<file path="src/rtl/ring_counter_mon_if.sv">
// Signal bundle between a one-hot ring counter source and its receive-side monitor.
// The master side drives the ring pattern; the slave side returns decode and status.
interface ring_counter_mon_if #(
  parameter int PW = 16,
  parameter int RW = 8
);
  logic [7:0]    cnt_in;
  logic [2:0]    pos;
  logic          valid;
  logic          dir;
  logic          step;
  logic [PW-1:0] period;
  logic          period_vld;
  logic [RW-1:0] rev_cnt;
  logic          stall;
  logic          err;
  logic [1:0]    err_code;

  modport master (
    output cnt_in,
    input  pos, valid, dir, step, period, period_vld, rev_cnt, stall, err, err_code
  );

  modport slave (
    input  cnt_in,
    output pos, valid, dir, step, period, period_vld, rev_cnt, stall, err, err_code
  );
endinterface

</file>
<file path="src/rtl/ring_counter_mon.sv">
// Receive-side monitor for an 8-bit one-hot ring counter: decodes position and direction,
// measures step period, counts revolutions and flags protocol violations.
module ring_counter_mon #(
  parameter int PW = 16,
  parameter int RW = 8
) (
  input logic             mclk,
  input logic             rst,
  ring_counter_mon_if.slave mon
);

  typedef enum logic [1:0] {
    S_IDLE  = 2'd0,
    S_ACQ   = 2'd1,
    S_TRACK = 2'd2
  } state_t;

  localparam logic [PW-1:0] PER_MAX  = {PW{1'b1}};
  localparam logic [PW-1:0] PER_ZERO = {PW{1'b0}};
  localparam logic [PW-1:0] PER_ONE  = {{(PW-1){1'b0}}, 1'b1};
  localparam logic [RW-1:0] REV_ONE  = {{(RW-1){1'b0}}, 1'b1};

  function automatic logic is_onehot(input logic [7:0] v);
    logic [3:0] n;
    n = 4'd0;
    for (int i = 0; i < 8; i++) begin
      n = n + {3'd0, v[i]};
    end
    return (n == 4'd1);
  endfunction

  function automatic logic [2:0] onehot_enc(input logic [7:0] v);
    logic [2:0] p;
    p = 3'd0;
    for (int i = 0; i < 8; i++) begin
      p = v[i] ? 3'(i) : p;
    end
    return p;
  endfunction

  state_t        state_q, state_d;
  logic [7:0]    cnt_q, prev_q, prev_d;
  logic [2:0]    pos_q, pos_d;
  logic          valid_q, valid_d;
  logic          dir_q, dir_d;
  logic          step_q, step_d;
  logic [PW-1:0] period_q, period_d;
  logic          period_vld_q, period_vld_d;
  logic [RW-1:0] rev_q, rev_d;
  logic          stall_q, stall_d;
  logic          err_q, err_d;
  logic [1:0]    code_q, code_d;
  logic [PW-1:0] per_cnt_q, per_cnt_d;

  logic          onehot_s;
  logic [2:0]    new_pos_s;
  logic [2:0]    pos_up_s;
  logic [2:0]    pos_dn_s;
  logic          up_s;
  logic          down_s;
  logic [PW-1:0] per_inc_s;

  assign onehot_s  = is_onehot(cnt_q);
  assign new_pos_s = onehot_enc(cnt_q);
  assign pos_up_s  = pos_q + 3'd1;
  assign pos_dn_s  = pos_q - 3'd1;
  assign up_s      = onehot_s && (new_pos_s == pos_up_s);
  assign down_s    = onehot_s && (new_pos_s == pos_dn_s);
  assign per_inc_s = (per_cnt_q == PER_MAX) ? PER_MAX : (per_cnt_q + PER_ONE);

  // Next-state and output decode from the registered pattern versus the last accepted one.
  always_comb begin
    state_d      = state_q;
    prev_d       = prev_q;
    pos_d        = pos_q;
    valid_d      = valid_q;
    dir_d        = dir_q;
    step_d       = 1'b0;
    period_d     = period_q;
    period_vld_d = period_vld_q;
    rev_d        = rev_q;
    stall_d      = stall_q;
    err_d        = err_q;
    code_d       = code_q;
    per_cnt_d    = per_cnt_q;

    case (state_q)
      S_IDLE: begin
        per_cnt_d = PER_ZERO;
        if (onehot_s) begin
          pos_d   = new_pos_s;
          prev_d  = cnt_q;
          valid_d = 1'b1;
          state_d = S_ACQ;
        end else begin
          valid_d = 1'b0;
        end
      end
      S_ACQ, S_TRACK: begin
        per_cnt_d = (state_q == S_TRACK) ? per_inc_s : per_cnt_q;
        if (cnt_q == prev_q) begin
          stall_d = (state_q == S_TRACK) && (per_cnt_d == PER_MAX);
        end else if (up_s || down_s) begin
          step_d    = 1'b1;
          pos_d     = new_pos_s;
          prev_d    = cnt_q;
          dir_d     = down_s;
          per_cnt_d = PER_ZERO;
          stall_d   = 1'b0;
          state_d   = S_TRACK;
          // The first move out of S_ACQ has no reference step, so no period yet.
          if (state_q == S_TRACK) begin
            period_d     = per_inc_s;
            period_vld_d = 1'b1;
          end else begin
            period_vld_d = 1'b0;
          end
          if ((up_s && (pos_q == 3'd7)) || (down_s && (pos_q == 3'd0))) begin
            rev_d = rev_q + REV_ONE;
          end else begin
            rev_d = rev_q;
          end
        end else begin
          err_d        = 1'b1;
          code_d       = onehot_s ? 2'b10 : 2'b01;
          valid_d      = 1'b0;
          period_vld_d = 1'b0;
          stall_d      = 1'b0;
          per_cnt_d    = PER_ZERO;
          state_d      = S_IDLE;
        end
      end
      default: begin
        valid_d      = 1'b0;
        period_vld_d = 1'b0;
        stall_d      = 1'b0;
        per_cnt_d    = PER_ZERO;
        state_d      = S_IDLE;
      end
    endcase
  end

  // State, input sample and output registers.
  always_ff @(posedge mclk or negedge rst) begin
    if (!rst) begin
      state_q      <= S_IDLE;
      cnt_q        <= 8'h00;
      prev_q       <= 8'h00;
      pos_q        <= 3'd0;
      valid_q      <= 1'b0;
      dir_q        <= 1'b0;
      step_q       <= 1'b0;
      period_q     <= PER_ZERO;
      period_vld_q <= 1'b0;
      rev_q        <= {RW{1'b0}};
      stall_q      <= 1'b0;
      err_q        <= 1'b0;
      code_q       <= 2'b00;
      per_cnt_q    <= PER_ZERO;
    end else begin
      state_q      <= state_d;
      cnt_q        <= mon.cnt_in;
      prev_q       <= prev_d;
      pos_q        <= pos_d;
      valid_q      <= valid_d;
      dir_q        <= dir_d;
      step_q       <= step_d;
      period_q     <= period_d;
      period_vld_q <= period_vld_d;
      rev_q        <= rev_d;
      stall_q      <= stall_d;
      err_q        <= err_d;
      code_q       <= code_d;
      per_cnt_q    <= per_cnt_d;
    end
  end

  assign mon.pos        = pos_q;
  assign mon.valid      = valid_q;
  assign mon.dir        = dir_q;
  assign mon.step       = step_q;
  assign mon.period     = period_q;
  assign mon.period_vld = period_vld_q;
  assign mon.rev_cnt    = rev_q;
  assign mon.stall      = stall_q;
  assign mon.err        = err_q;
  assign mon.err_code   = code_q;

endmodule

</file>
<file path="src/flat_wrapper.sv">
// flat-port wrapper written by rule: the top's interface ports become plain ports
module ring_counter_mon_flat 
#(
  parameter int PW = 16,
  parameter int RW = 8
)
  (mclk, rst, mon_cnt_in, mon_pos, mon_valid, mon_dir, mon_step, mon_period, mon_period_vld, mon_rev_cnt, mon_stall, mon_err, mon_err_code);
  ring_counter_mon_if #(.PW(PW), .RW(RW)) mon_i ();
  input logic mclk;
  input logic rst;
  input wire logic [$bits(mon_i.cnt_in)-1:0] mon_cnt_in;
  output wire logic [$bits(mon_i.pos)-1:0] mon_pos;
  output wire logic [$bits(mon_i.valid)-1:0] mon_valid;
  output wire logic [$bits(mon_i.dir)-1:0] mon_dir;
  output wire logic [$bits(mon_i.step)-1:0] mon_step;
  output wire logic [$bits(mon_i.period)-1:0] mon_period;
  output wire logic [$bits(mon_i.period_vld)-1:0] mon_period_vld;
  output wire logic [$bits(mon_i.rev_cnt)-1:0] mon_rev_cnt;
  output wire logic [$bits(mon_i.stall)-1:0] mon_stall;
  output wire logic [$bits(mon_i.err)-1:0] mon_err;
  output wire logic [$bits(mon_i.err_code)-1:0] mon_err_code;
  assign mon_i.cnt_in = mon_cnt_in;
  assign mon_pos = mon_i.pos;
  assign mon_valid = mon_i.valid;
  assign mon_dir = mon_i.dir;
  assign mon_step = mon_i.step;
  assign mon_period = mon_i.period;
  assign mon_period_vld = mon_i.period_vld;
  assign mon_rev_cnt = mon_i.rev_cnt;
  assign mon_stall = mon_i.stall;
  assign mon_err = mon_i.err;
  assign mon_err_code = mon_i.err_code;
  ring_counter_mon #(.PW(PW), .RW(RW)) u_core (.mclk(mclk), .rst(rst), .mon(mon_i));
endmodule
</file>
<file path="config.mk">
export PLATFORM = sky130hd
export DESIGN_NAME = ring_counter_mon_flat
export DESIGN_NICKNAME = d
export VERILOG_FILES = /design/src/rtl/ring_counter_mon_if.sv /design/src/rtl/ring_counter_mon.sv /design/src/flat_wrapper.sv
export SDC_FILE = /design/constraint.sdc
export NUM_CORES = 1
export LEC_CHECK = 0
export ABC_AREA = 1
export CORE_MARGIN = 2
export CORE_UTILIZATION = 57
export DETAILED_ROUTE_END_ITERATION = 12
export PLACE_DENSITY = 0.81
export SLEW_MARGIN = 0
export SYNTH_ARGS = -nofsm -noshare
export SYNTH_HDL_FRONTEND = slang
export SYNTH_SLANG_ARGS = --single-unit
export TNS_END_PERCENT = 30
</file>
<file path="constraint.sdc">
create_clock -name mclk -period 4.75 [get_ports mclk]
set_input_delay 0.95 -clock mclk [delete_from_list [all_inputs] [get_ports mclk]]
set_output_delay 0.95 -clock mclk [all_outputs]
set_load 0.03 [all_outputs]
</file>
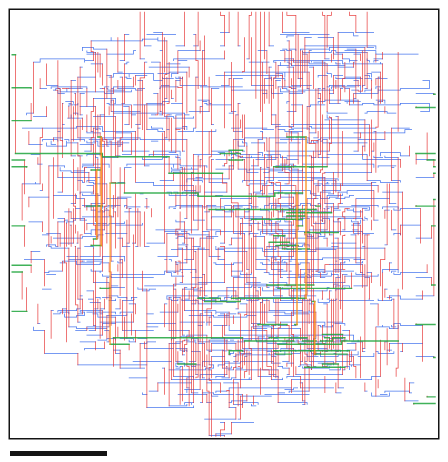
(routed metal, one color a layer)
Scale bar: 20 um.
color	layer	wire length
red	met2	4,360 um
orange	met4	141 um
green	met3	432 um
blue	met1	3,530 um
WL per Instance: 12.9 um
gr usage total: 0.230

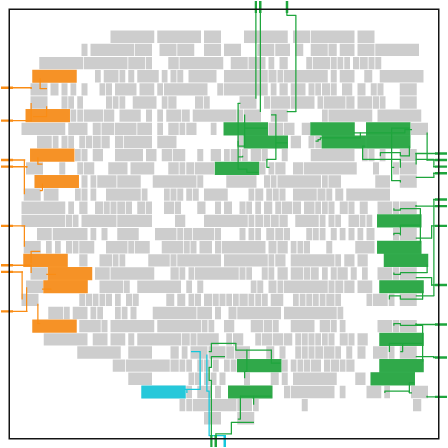
(I/O nets highlighted)
color	port	bits	direction	end cells	buffers	wire
cyan	mon_stall	1	output	1	1	34.1 um
green	mon_period	16	output	16	16	394 um
orange	mon_cnt_in	8	input	8	8	76.8 um
PortBufs: 44
num ports: 45

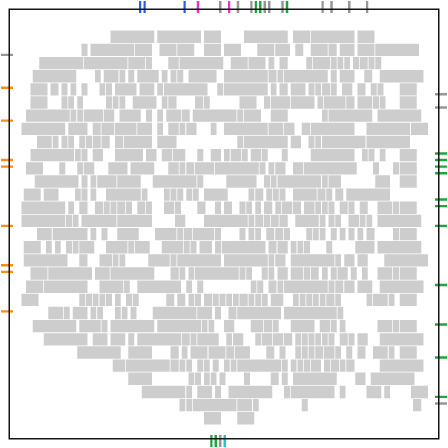
(pin map)
Pins as bars across the die edge, other pins in gray.
color	port	pins	direction	edge
cyan	mon_stall	1	output	bottom
green	mon_period	16	output	11 right, 3 top, 2 bottom
orange	mon_cnt_in	8	input	left
blue	mon_pos	3	output	top
magenta	mon_err_code	2	output	top
all pins by edge	18 top, 14 right, 9 left, 4 bottom
die width: 88.5 um
die span in y: 88.5 um

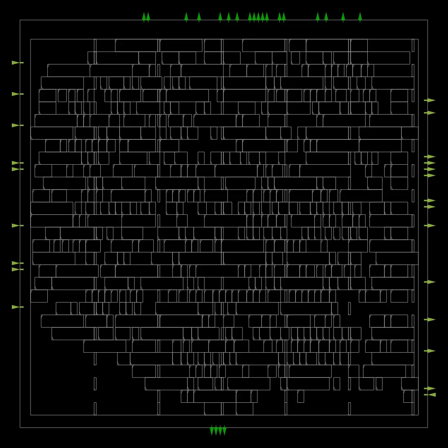
(cell placement)
# fillers: 549
Seq/total area: 0.361
flop count: 69

==> impl_metrics.py <==
# Metrics from the implementation run
metrics = {
    "worst_setup_path": {
        "rr_startpoint": "u_core.cnt_q[1]",
        "cp-end-kind": "flip-flop",
        "ff2ff_path_depth": 17,
        "cp.arrival_ns": 4.46,
        "reg2reg_to": "u_core.mon.period[12]",
    },
    "worst_hold_path": {
        "hp-class": "reg -> reg",
    },
    "timing": {
        "report.final.hold_viol_count": 0,
        "fin_ws_ns": 0.503,
        "slew_violations": 0,
        "fin_crit_ns": 4.25,
    },
    "power": {
        "p_sw_uw": 736,
    },
    "synthesis": {
        "top_cell": "nand2_1",
        "top_area_frac": 0.424,
        "synth_area_mm2": 0.00407,
        "edf_count": 0,
        "logic_family": "simple AND/OR/NAND/NOR gates",
        "ys.flop_type": "dfrtp_1",
    },
    "clocking": {
        "cts_setup_buffers": 0,
    },
    "run_status": {
        "status": "finished clean",
    },
    "cells_and_area": {
        "multi_input_comb_cells": 373,
    },
    "placed_design": {
        "post_dp_cell_area_mm2": 0.00455,
        "gp_congestion": 0.918,
    },
}
[registers in the layout, summed over array words and instances, names as in the netlist]
name	cells
u_core.mon.err	1
u_core.state_q	2
u_core.mon.pos	3
u_core.per_cnt_q	16
u_core.mon.stall	1
u_core.cnt_q	8
u_core.mon.valid	1
u_core.mon.err_code	2
u_core.mon.rev_cnt	8
u_core.mon.step	1
u_core.prev_q	8
u_core.mon.period	16
u_core.mon.dir	1
u_core.mon.period_vld	1
[worst max-delay path, delay by kind of cell (launching register included)]
family	cells	cell delay, ns
adders and majority gates	5	2.12
DFF	1	0.43
buffers and inverters	2	0.09
AOI/OAI and AO/OA	3	0.37
and+or+nand+nor	7	1.13
[cells in the final DEF, fill, tap and decap left out, drive strengths merged, types with 2 or more instances in the layout]
cell type      count
clkinvlp           3
inv               56
buf                3
bufinv             2
ha                13
xnor2              7
a21oi             14
fa                 4
nand3b             3
nand3             37
clkdlybuf4s50     43
nor2              41
xor2               8
or2                3
o21ai             34
clkbuf            11
nand2            190
dfrtp             69
nand4             15
[worst max-delay path by stage]
stage,cells after the start,slack (ns),startpoint,end
floorplan,18,1.02,u_core.cnt_q[1],u_core.mon.period[12]
global placement,17,0.66,u_core.cnt_q[1],u_core.mon.period[6]
detailed placement,17,0.49,u_core.cnt_q[1],u_core.mon.period[12]
CTS,17,0.47,u_core.cnt_q[1],u_core.mon.period[12]
global route,17,0.19,u_core.cnt_q[1],u_core.mon.period[0]
finish,17,0.50,u_core.cnt_q[1],u_core.mon.period[12]
[layer usage]
metal | vias to the layer above | routed length (um) | GRT usage
met5 | - | 0 | 0
met4 | 0 | 141 | 0.101
met3 | 14 | 432 | 0.0401
met2 | 121 | 4360 | 0.400
met1 | 1605 | 3530 | 0.280
li1 | 1694 | - | -
Power figures rest on the tool's default switching activity, not on a simulated workload.
